==> src/rtl/connect_n_pkg.sv <==
// Shared types and step deltas for the Connect-N game core.
package connect_n_pkg;

  typedef enum logic [1:0] {
    GS_PLAY  = 2'd0,
    GS_CHECK = 2'd1,
    GS_WIN   = 2'd2,
    GS_DRAW  = 2'd3
  } game_state_t;

  typedef enum logic [1:0] {
    CELL_EMPTY = 2'b00,
    CELL_P1    = 2'b01,
    CELL_P2    = 2'b10
  } cell_t;

  typedef enum logic [1:0] {
    DIR_H  = 2'd0,
    DIR_V  = 2'd1,
    DIR_D1 = 2'd2,
    DIR_D2 = 2'd3
  } dir_t;

  // D1 rises to the right (/), D2 falls to the right (\)
  localparam logic signed [1:0] DX_H  = 2'sd1;
  localparam logic signed [1:0] DY_H  = 2'sd0;
  localparam logic signed [1:0] DX_V  = 2'sd0;
  localparam logic signed [1:0] DY_V  = 2'sd1;
  localparam logic signed [1:0] DX_D1 = 2'sd1;
  localparam logic signed [1:0] DY_D1 = 2'sd1;
  localparam logic signed [1:0] DX_D2 = 2'sd1;
  localparam logic signed [1:0] DY_D2 = -2'sd1;

  function automatic logic signed [1:0] dir_dx(input logic [1:0] d);
    case (d)
      DIR_H:   return DX_H;
      DIR_V:   return DX_V;
      DIR_D1:  return DX_D1;
      default: return DX_D2;
    endcase
  endfunction

  function automatic logic signed [1:0] dir_dy(input logic [1:0] d);
    case (d)
      DIR_H:   return DY_H;
      DIR_V:   return DY_V;
      DIR_D1:  return DY_D1;
      default: return DY_D2;
    endcase
  endfunction

endpackage

==> src/rtl/connect_n_game_ctrl_button_conditioner.sv <==
// Raw button -> two-flop sync -> debounced level -> one-cycle rising-edge pulse.
module button_conditioner #(
  parameter int DEBOUNCE_CYCLES = 250000
) (
  input  logic clk_25MHz,
  input  logic rst_n,
  input  logic i_raw,
  output logic o_pulse
);
  localparam int CNT_W = (DEBOUNCE_CYCLES > 1) ? $clog2(DEBOUNCE_CYCLES) : 1;
  localparam logic [CNT_W-1:0] CNT_LOAD = CNT_W'(DEBOUNCE_CYCLES - 1);

  logic [1:0]       r_sync;
  logic             r_level;
  logic             r_level_q;
  logic [CNT_W-1:0] r_cnt;

  // Down-counter reloads whenever the input agrees with the level; terminal count flips the level
  always_ff @(posedge clk_25MHz or negedge rst_n) begin
    if (!rst_n) begin
      r_sync    <= 2'b00;
      r_level   <= 1'b0;
      r_level_q <= 1'b0;
      r_cnt     <= CNT_LOAD;
    end else begin
      r_sync    <= {r_sync[0], i_raw};
      r_level_q <= r_level;
      if (r_sync[1] == r_level) begin
        r_cnt <= CNT_LOAD;
      end else if (r_cnt == '0) begin
        r_level <= r_sync[1];
        r_cnt   <= CNT_LOAD;
      end else begin
        r_cnt <= r_cnt - 1'b1;
      end
    end
  end

  assign o_pulse = r_level & ~r_level_q;

endmodule

==> src/rtl/connect_n_game_ctrl.sv <==
// Connect-N game core: buttons, cursor, board, and a one-cell-per-cycle win/draw scan.
// state | meaning
// PLAY  | accepting moves and drops
// CHECK | scanning the four lines through the placed piece
// WIN   | terminal, winner latched; drop restarts
// DRAW  | terminal, board full; drop restarts
module connect_n_game_ctrl
  import connect_n_pkg::*;
#(
  parameter int COLS            = 7,
  parameter int ROWS            = 6,
  parameter int WIN_LEN         = 4,
  parameter int DEBOUNCE_CYCLES = 250000
) (
  input  logic                      clk_25MHz,
  input  logic                      rst_n,
  input  logic                      move_right,
  input  logic                      move_left,
  input  logic                      drop_piece,
  input  logic [$clog2(COLS)-1:0]   rd_col,
  input  logic [$clog2(ROWS)-1:0]   rd_row,
  output logic [1:0]                rd_cell,
  output logic [$clog2(COLS)-1:0]   cursor_col,
  output logic                      cur_player,
  output logic [1:0]                game_state,
  output logic [1:0]                winner,
  output logic                      busy
);
  localparam int CW   = $clog2(COLS);
  localparam int RW   = $clog2(ROWS);
  localparam int HW   = $clog2(ROWS + 1);
  localparam int PCW  = $clog2(COLS * ROWS + 1);
  localparam int RUNW = $clog2(2 * WIN_LEN);
  localparam int SW   = (WIN_LEN > 2) ? $clog2(WIN_LEN - 1) : 1;
  localparam int AW   = ((CW > RW) ? CW : RW) + 2;

  localparam logic [1:0]             S_PLAY    = GS_PLAY;
  localparam logic [1:0]             S_CHECK   = GS_CHECK;
  localparam logic [1:0]             S_WIN     = GS_WIN;
  localparam logic [1:0]             S_DRAW    = GS_DRAW;
  localparam logic signed [AW-1:0]   COLS_A    = AW'(COLS);
  localparam logic signed [AW-1:0]   ROWS_A    = AW'(ROWS);
  localparam logic [CW:0]            COLS_RD   = (CW + 1)'(COLS);
  localparam logic [RW:0]            ROWS_RD   = (RW + 1)'(ROWS);
  localparam logic [CW-1:0]          CUR_MAX   = CW'(COLS - 1);
  localparam logic [HW-1:0]          ROWS_H    = HW'(ROWS);
  localparam logic [PCW-1:0]         FULL      = PCW'(COLS * ROWS);
  localparam logic [RUNW-1:0]        RUN_ONE   = RUNW'(1);
  localparam logic [RUNW-1:0]        WIN_A     = RUNW'(WIN_LEN);
  localparam logic [SW-1:0]          STEP_LAST = SW'(WIN_LEN - 2);

  logic [1:0]           r_board [COLS][ROWS];
  logic [HW-1:0]        r_height [COLS];
  logic [PCW-1:0]       r_count;
  logic [CW-1:0]        r_cursor, r_px;
  logic [RW-1:0]        r_py;
  logic signed [AW-1:0] r_cx, r_cy;
  logic [1:0]           r_dir;
  logic                 r_side;
  logic [SW-1:0]        r_step;
  logic [RUNW-1:0]      r_run;
  logic                 r_player;
  logic [1:0]           r_state, r_winner;

  logic                 w_right, w_left, w_drop;
  logic signed [1:0]    w_dx2, w_dy2;
  logic signed [AW-1:0] w_dx, w_dy, w_nx, w_ny;
  logic                 w_in, w_match, w_side_done, w_col_open;
  logic [1:0]           w_player_cell;
  logic [RUNW-1:0]      w_run_nx;
  logic [HW-1:0]        w_cur_height;

  button_conditioner #(.DEBOUNCE_CYCLES(DEBOUNCE_CYCLES)) u_btn_right (
    .clk_25MHz(clk_25MHz), .rst_n(rst_n), .i_raw(move_right), .o_pulse(w_right));
  button_conditioner #(.DEBOUNCE_CYCLES(DEBOUNCE_CYCLES)) u_btn_left (
    .clk_25MHz(clk_25MHz), .rst_n(rst_n), .i_raw(move_left), .o_pulse(w_left));
  button_conditioner #(.DEBOUNCE_CYCLES(DEBOUNCE_CYCLES)) u_btn_drop (
    .clk_25MHz(clk_25MHz), .rst_n(rst_n), .i_raw(drop_piece), .o_pulse(w_drop));

  // Next probe is one step from the last matched cell, outward on the current side
  assign w_dx2         = dir_dx(r_dir);
  assign w_dy2         = dir_dy(r_dir);
  assign w_dx          = {{(AW-2){w_dx2[1]}}, w_dx2};
  assign w_dy          = {{(AW-2){w_dy2[1]}}, w_dy2};
  assign w_nx          = r_side ? (r_cx - w_dx) : (r_cx + w_dx);
  assign w_ny          = r_side ? (r_cy - w_dy) : (r_cy + w_dy);
  assign w_in          = !w_nx[AW-1] && (w_nx < COLS_A) && !w_ny[AW-1] && (w_ny < ROWS_A);
  assign w_player_cell = r_player ? CELL_P2 : CELL_P1;
  assign w_match       = w_in && (r_board[w_nx[CW-1:0]][w_ny[RW-1:0]] == w_player_cell);
  assign w_side_done   = !w_match || (r_step == STEP_LAST);
  assign w_run_nx      = r_run + {{(RUNW-1){1'b0}}, w_match};
  assign w_cur_height  = r_height[r_cursor];
  assign w_col_open    = w_cur_height < ROWS_H;

  always_comb begin
    rd_cell = CELL_EMPTY;
    if (({1'b0, rd_col} < COLS_RD) && ({1'b0, rd_row} < ROWS_RD))
      rd_cell = r_board[rd_col][rd_row];
  end

  always_ff @(posedge clk_25MHz or negedge rst_n) begin
    if (!rst_n) begin
      for (int c = 0; c < COLS; c++) begin
        r_height[c] <= '0;
        for (int r = 0; r < ROWS; r++) r_board[c][r] <= CELL_EMPTY;
      end
      r_count  <= '0;
      r_cursor <= '0;
      r_px     <= '0;
      r_py     <= '0;
      r_cx     <= '0;
      r_cy     <= '0;
      r_dir    <= DIR_H;
      r_side   <= 1'b0;
      r_step   <= '0;
      r_run    <= RUN_ONE;
      r_player <= 1'b0;
      r_state  <= S_PLAY;
      r_winner <= CELL_EMPTY;
    end else begin
      case (r_state)
        S_PLAY: begin
          if (w_drop) begin
            if (w_col_open) begin
              r_board[r_cursor][w_cur_height[RW-1:0]] <= w_player_cell;
              r_height[r_cursor] <= w_cur_height + 1'b1;
              r_count  <= r_count + 1'b1;
              r_px     <= r_cursor;
              r_py     <= w_cur_height[RW-1:0];
              r_cx     <= AW'(r_cursor);
              r_cy     <= AW'(w_cur_height);
              r_dir    <= DIR_H;
              r_side   <= 1'b0;
              r_step   <= '0;
              r_run    <= RUN_ONE;
              r_state  <= S_CHECK;
            end
          end else if (w_right && !w_left) begin
            r_cursor <= (r_cursor == CUR_MAX) ? '0 : r_cursor + 1'b1;
          end else if (w_left && !w_right) begin
            r_cursor <= (r_cursor == '0) ? CUR_MAX : r_cursor - 1'b1;
          end
        end
        S_CHECK: begin
          if (w_match) begin
            r_run  <= w_run_nx;
            r_cx   <= w_nx;
            r_cy   <= w_ny;
            r_step <= r_step + 1'b1;
          end
          if (w_side_done) begin
            r_step <= '0;
            r_cx   <= AW'(r_px);
            r_cy   <= AW'(r_py);
            if (!r_side) begin
              r_side <= 1'b1;
            end else begin
              r_side <= 1'b0;
              r_run  <= RUN_ONE;
              if (w_run_nx >= WIN_A) begin
                r_state  <= S_WIN;
                r_winner <= w_player_cell;
              end else if (r_dir == DIR_D2) begin
                if (r_count == FULL) begin
                  r_state <= S_DRAW;
                end else begin
                  r_player <= ~r_player;
                  r_state  <= S_PLAY;
                end
              end else begin
                r_dir <= r_dir + 2'd1;
              end
            end
          end
        end
        default: begin
          if (w_drop) begin
            for (int c = 0; c < COLS; c++) begin
              r_height[c] <= '0;
              for (int r = 0; r < ROWS; r++) r_board[c][r] <= CELL_EMPTY;
            end
            r_count  <= '0;
            r_cursor <= '0;
            r_player <= 1'b0;
            r_winner <= CELL_EMPTY;
            r_state  <= S_PLAY;
          end
        end
      endcase
    end
  end

  assign cursor_col = r_cursor;
  assign cur_player = r_player;
  assign game_state = r_state;
  assign winner     = r_winner;
  assign busy       = (r_state == S_CHECK);

endmodule

==> config.mk <==
export PLATFORM = sky130hd
export DESIGN_NAME = connect_n_game_ctrl
export DESIGN_NICKNAME = d
export VERILOG_FILES = /design/src/rtl/connect_n_pkg.sv /design/src/rtl/connect_n_game_ctrl_button_conditioner.sv /design/src/rtl/connect_n_game_ctrl.sv
export SDC_FILE = /design/constraint.sdc
export NUM_CORES = 1
export LEC_CHECK = 0
export ABC_AREA = 1
export CORE_AREA = 5 5 167 169
export CTS_CLUSTER_SIZE = 40
export DETAILED_ROUTE_END_ITERATION = 16
export DIE_AREA = 0 0 172 174
export PLACE_DENSITY = 0.66
export SYNTH_ARGS = -nofsm -noshare
export SYNTH_HDL_FRONTEND = slang
export SYNTH_SLANG_ARGS = --single-unit
==> constraint.sdc <==
create_clock -name clk_25MHz -period 10.2 [get_ports clk_25MHz]
set_input_delay 1.53 -clock clk_25MHz [delete_from_list [all_inputs] [get_ports clk_25MHz]]
set_output_delay 1.53 -clock clk_25MHz [all_outputs]
set_load 0.01 [all_outputs]
==> run summary, run 1 <==
The full implementation flow was run.

The flow ran to the end, and the final reports show no timing, DRC or antenna violations. The worst setup path is of the input pin to output port kind. The final route contains 10300 vias.

In this run, the synthesized area fraction spent on AND-OR/OR-AND gates is recorded as 13.5%. The delay of the slowest cell on the worst path stands at 0.67 ns. The number of DRC violations after detailed routing stands at 0.

The initialized floorplan defines 60 standard-cell rows. After synthesis, the largest family of logic cells by area is simple AND/OR/NAND/NOR gates. In the final layout, the multi-input gates occupy 0.00544 sq mm. The finished design was reported to have a net count of 1501.

The tap cell instance count stands at 341. In the placement report, post-DP HPWL is listed as 20400 microns. Per STA, the worst path is made up of clkdlybuf4s50_1 > inv_1 > nand2_1 > clkinv_1 > a22oi_1 > nand3_1 > o211ai_1 > nand3_1 > a32o_1 > clkdlybuf4s50_1. The worst-case vdd ir drop stands at 0.135 mV. By area, logic gates come first.

The synthesized-area fraction occupied by adder cells stands at 3.37%. STA classifies the critical path endpoint as an output port. The total inserted antenna cells stands at 0.

Setup repair after global routing left no endpoint under its margin. The depth of the worst register-to-register path stands at 24. The fraction of registers with async set/reset stands at 100%. The top cell type's share of synthesized area stands at 38.4%. Per the STA report, the cell with the highest stage delay on the worst path is sky130_fd_sc_hd__clkdlybuf4s50_1.

The net switching share of the total power stands at 22.6%. The tool warning count for the run is 34. Counting the inverters off the clock network in the layout gives 160. The total setup violations reported at the end of the flow stands at 0. Post-route period utilization is reported as 65.4%. On met1, the global router reports a usage of 28.5%. The pre-CTS setup check shows a worst slack of 3.64 ns. The number of cells reported by Yosys stat comes to 1463. The horizontal die dimension stands at 172 microns. In this run, power in combinational logic comes to 54.5 uW. The top cell types in the final layout, fill and taps aside, are 278 x sky130_fd_sc_hd__nand2_1, 200 x sky130_fd_sc_hd__nand3_1, 178 x sky130_fd_sc_hd__dfrtp_1.

The synthesized design contains 0 enable-type register cells. After detailed routing, the average wire length per cell comes to 16.9 microns. Overall routing resource usage recorded by global route was 20.3%.

The first global-routing pass estimated 50600 microns of wire.
### Nets reached from selected ports, run 1

Scale: 3 px per micron.
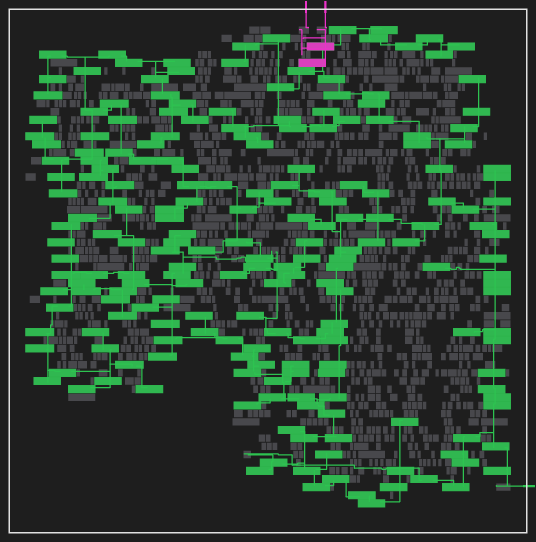
rst_n: shown in green, direction input, end cells 209, buffers 3, wire 1620 microns. winner: shown in magenta, direction output, end cells 2, buffers 2, wire 55.0 microns.
I/O Buffers: 21
number of top-level design ports: 22

### Logic cells by family, run 1

Scale: 2 px per micron.
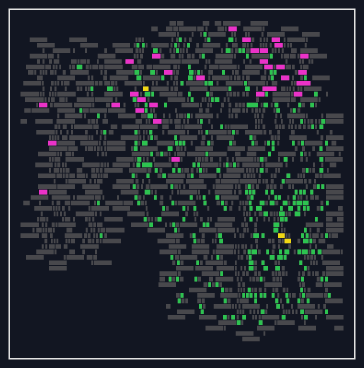
aoi and oai cells: shown in green, cells 269, most used o21ai_0. non-inverting ao/oa cells: shown in yellow, cells 3, most used a32o_1. fa/ha/maj cells: shown in magenta, cells 30, most used ha_1.

### Clock routing, run 1

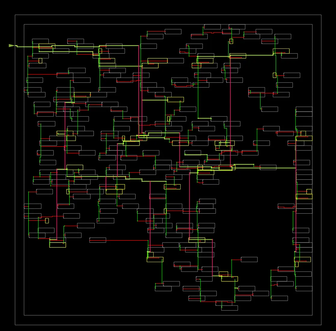
clock buffers: 34
flop count: 209
Setup Skew: 0.0146 ns
clock latency on the worst-skew pair: 0.53 ns
total clock sinks: 209

### Sequential cells coloured by netlist name, run 1

Scale: 1.5 px per micron.
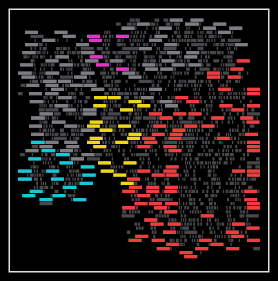
r_count: shown in magenta, placed flops 6. r_height: shown in yellow, placed flops 21, where centre. u_btn_right.r_cnt: shown in cyan, placed flops 18. r_board: shown in red, placed flops 84.
Another 80 sequential cells are not coloured.
area occupied by registers: 0.00527 sq mm
register share of the cell area: 41.1%
Core Util, Final: 48.5%
flip-flop and latch power: 839 uW

--- run 2 (diff from run 1) ---
- PLACE_DENSITY: 0.66 -> 0.68
- clock period: 10.2 -> 5.6 ns (I/O delays scaled with it)
### Clock routing, run 2

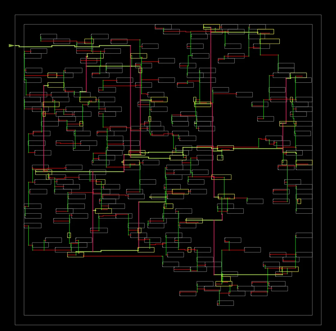
clock buffers: 36
Setup Skew: 0.00941 ns
total CTS buffers: 25
power of the clock network: 1630 uW

### Routed metal, one colour a layer, run 2

Scale: 2 px per micron.
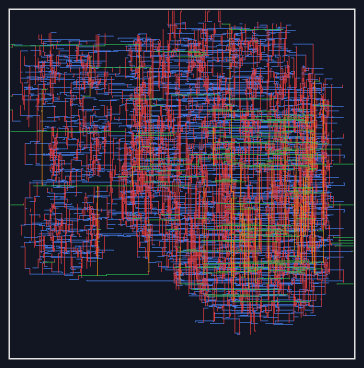
M3: shown in green, wire length 2250 microns. M4: shown in orange, wire length 1330 microns. M1: shown in blue, wire length 14100 microns. M2: shown in red, wire length 14300 microns.

==> run 2 against run 1 <==
  * Power up 85%
  * Core utilization up 0.17 points
  * Hold slack better by 0.0045 ns
  * Setup slack worse by 2.7 ns
  * First-iteration DRC count up 9.3%
  * Die area unchanged
  * Clock skew down 0.0052 ns
  * Sequential cell count unchanged
  * Critical path depth down 1
  * Highest routed layer unchanged
==> run summary, run 2 <==
The full implementation flow was run.

The total setup violations reported at the end of the flow came to 0 (unchanged). The row count stands at 60 (unchanged). Setup repair after global routing left no endpoint under its margin. Leaving out fill and tap cells, the most frequent cells in the layout are 277 x sky130_fd_sc_hd__nand2_1, 200 x sky130_fd_sc_hd__nand3_1, 178 x sky130_fd_sc_hd__dfrtp_1. The routed length per placed instance stands at 17.5 microns (+3.9%). The tap cell instance count stands at 341 (unchanged).

The number of cell instances after yosys synthesis stands at 1463 (unchanged). The utilization after layout stands at 48.7% (+0.17 points). The number of I/O pins was 22 (unchanged). The final critical path takes up 84.9% of the cycle.

The fraction of standard cell area that is sequential came to 40.9% (-0.14 points). The number of warning messages in the logs stands at 38 (+12%). The half-perimeter wire length after detailed placement stands at 21600 microns (+5.8%). The delay of the slowest cell on the worst path stands at 0.91 ns (+0.24 ns). The power in combinational cells stands at 106 uW (+94%). The first-pass GRT wire length stands at 52800 microns (+4.5%). The synthesized-area fraction occupied by adder cells stands at 3.37% (unchanged). The area fraction in compound gates after synthesis is 13.5% (unchanged). The number of enable flip-flop cells stands at 0 (unchanged). The number of DRC violations after detailed routing came to 0 (unchanged).

The sequential cell power stands at 1530 uW (+82%). The top cell type's share of synthesized area is 38.4% (unchanged). The global-route met1 utilization stands at 29.6% (+1.1 points).

The worst setup path is captured at an output port. The depth of the worst register-to-register path was 25 (+4.2%). The area of the multi-input gates is 0.00544 sq mm (about the same). The net switching share of the total power came to 22.3% (-0.32 points).

The signal on the critical path passes through clkdlybuf4s50_1 > nand2_1 > clkinv_1 > a22oi_1 > nand3_1 > o211ai_1 > nand2_1 > a32o_1 > clkdlybuf4s50_1. The combined global-route utilization of all metal layers stands at 21.3% (+1.0 points). The fraction of registers with async set/reset stands at 100% (unchanged). The total inserted antenna cells was 0 (unchanged). The flop count was 209 (unchanged). The worst setup slack after placement stands at 0.940 ns (-2.70 ns). The count of inverters other than clock inverters in the layout stands at 160 (unchanged). Yosys shows that the main logic family after synthesis is simple AND/OR/NAND/NOR gates.

The count of input and output buffers stands at 21 (unchanged). The flow ran to the end, and the final reports show no timing, DRC or antenna violations. The count of vias placed by the detailed router is 10300 (+0.66%). By area, logic gates come first.
--- run 3 (diff from run 2) ---
- clock period: 5.6 -> 3.8 ns (I/O delays scaled with it)
### Nets reached from selected ports, run 3

Scale: 3 px per micron.
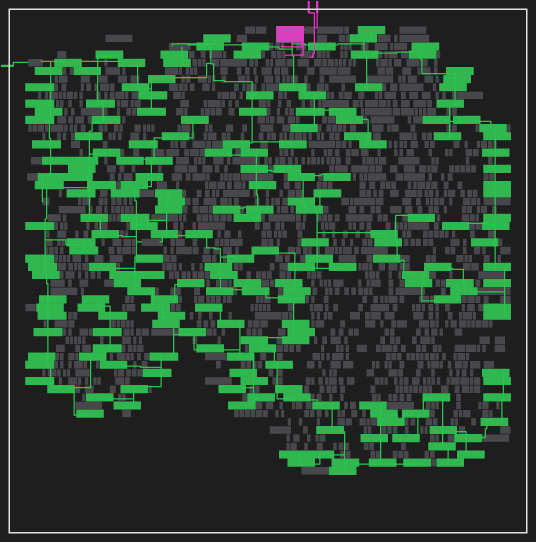
rst_n: shown in green, direction input, end cells 209, buffers 4, wire 1580 microns. winner: shown in magenta, direction output, end cells 2, buffers 2, wire 49.2 microns.

### Logic cells by family, run 3

Scale: 2 px per micron.
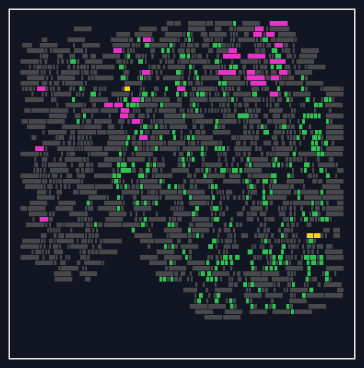
aoi and oai cells: shown in green, cells 269, most used o21ai_0. non-inverting ao/oa cells: shown in yellow, cells 3, most used a32o_1. fa/ha/maj cells: shown in magenta, cells 30, most used ha_1.
Comb area share: 41.6%
most used logic cell in the final layout: sky130_fd_sc_hd__nand2_1

==> run 3 against run 2 <==
  * Sequential power is 47% higher
  * Combinational power is 58% higher
  * Hold slack worse by 0.22 ns
  * Clock-buffer cell count is 5 lower
  * Cell count is 3.6% higher
  * Largest power group unchanged
==> run summary, run 3 <==
The full implementation flow was run.

The utilization after layout was 52.0% (+3.3 points). The synthesis run identifies the leading combinational cell family as simple AND/OR/NAND/NOR gates. The count of vias placed by the detailed router stands at 10600 (+2.6%). The total inserted antenna cells stands at 0 (unchanged). Leaving out fill and tap cells, the most frequent cells in the layout are 273 x sky130_fd_sc_hd__nand2_1, 180 x sky130_fd_sc_hd__nand3_1, 178 x sky130_fd_sc_hd__dfrtp_1. The half-perimeter wire length after detailed placement came to 21900 microns (+1.7%).

The number of buffers inserted during clock tree synthesis stands at 24 (-4.0%). The row count was 60 (unchanged). The area of the multi-input gates stands at 0.00571 sq mm (+5.0%).

The number of DRC violations after detailed routing was 0 (unchanged). The number of cell instances after yosys synthesis stands at 1463 (unchanged). The flop count stands at 209 (unchanged).

The net switching share of the total power is 22.4% (+0.15 points). The delay of the slowest cell on the worst path stands at 0.58 ns (-0.33 ns). The fraction of registers with async set/reset stands at 100% (unchanged). The worst setup path is captured at a flop. The first-pass GRT wire length is 52900 microns (+0.12%). The tally of clock buffers in the finished layout stands at 31 (-14%). The number of enable flip-flop cells was 0 (unchanged). The count of input and output buffers is 21 (unchanged). The flow ran to the end, and the final reports show no timing, DRC or antenna violations. The number of I/O pins was 22 (unchanged).

The power in combinational cells is 168 uW (+58%). The top cell type's share of synthesized area stands at 38.4% (unchanged). The worst setup slack after placement stands at -0.101 ns (-1.04 ns). The fraction of standard cell area that is sequential is 38.3% (-2.6 points). Looking at the area split, the leading class of cells is logic gates.

The depth of the worst register-to-register path is 28 (+12%). The routed length per placed instance was 17.0 microns (-3.2%). The tap cell instance count came to 341 (unchanged). The number of warning messages in the logs came to 36 (-5.3%). The count of inverters other than clock inverters in the layout is 160 (unchanged).
Power and IR drop assume default switching activity.
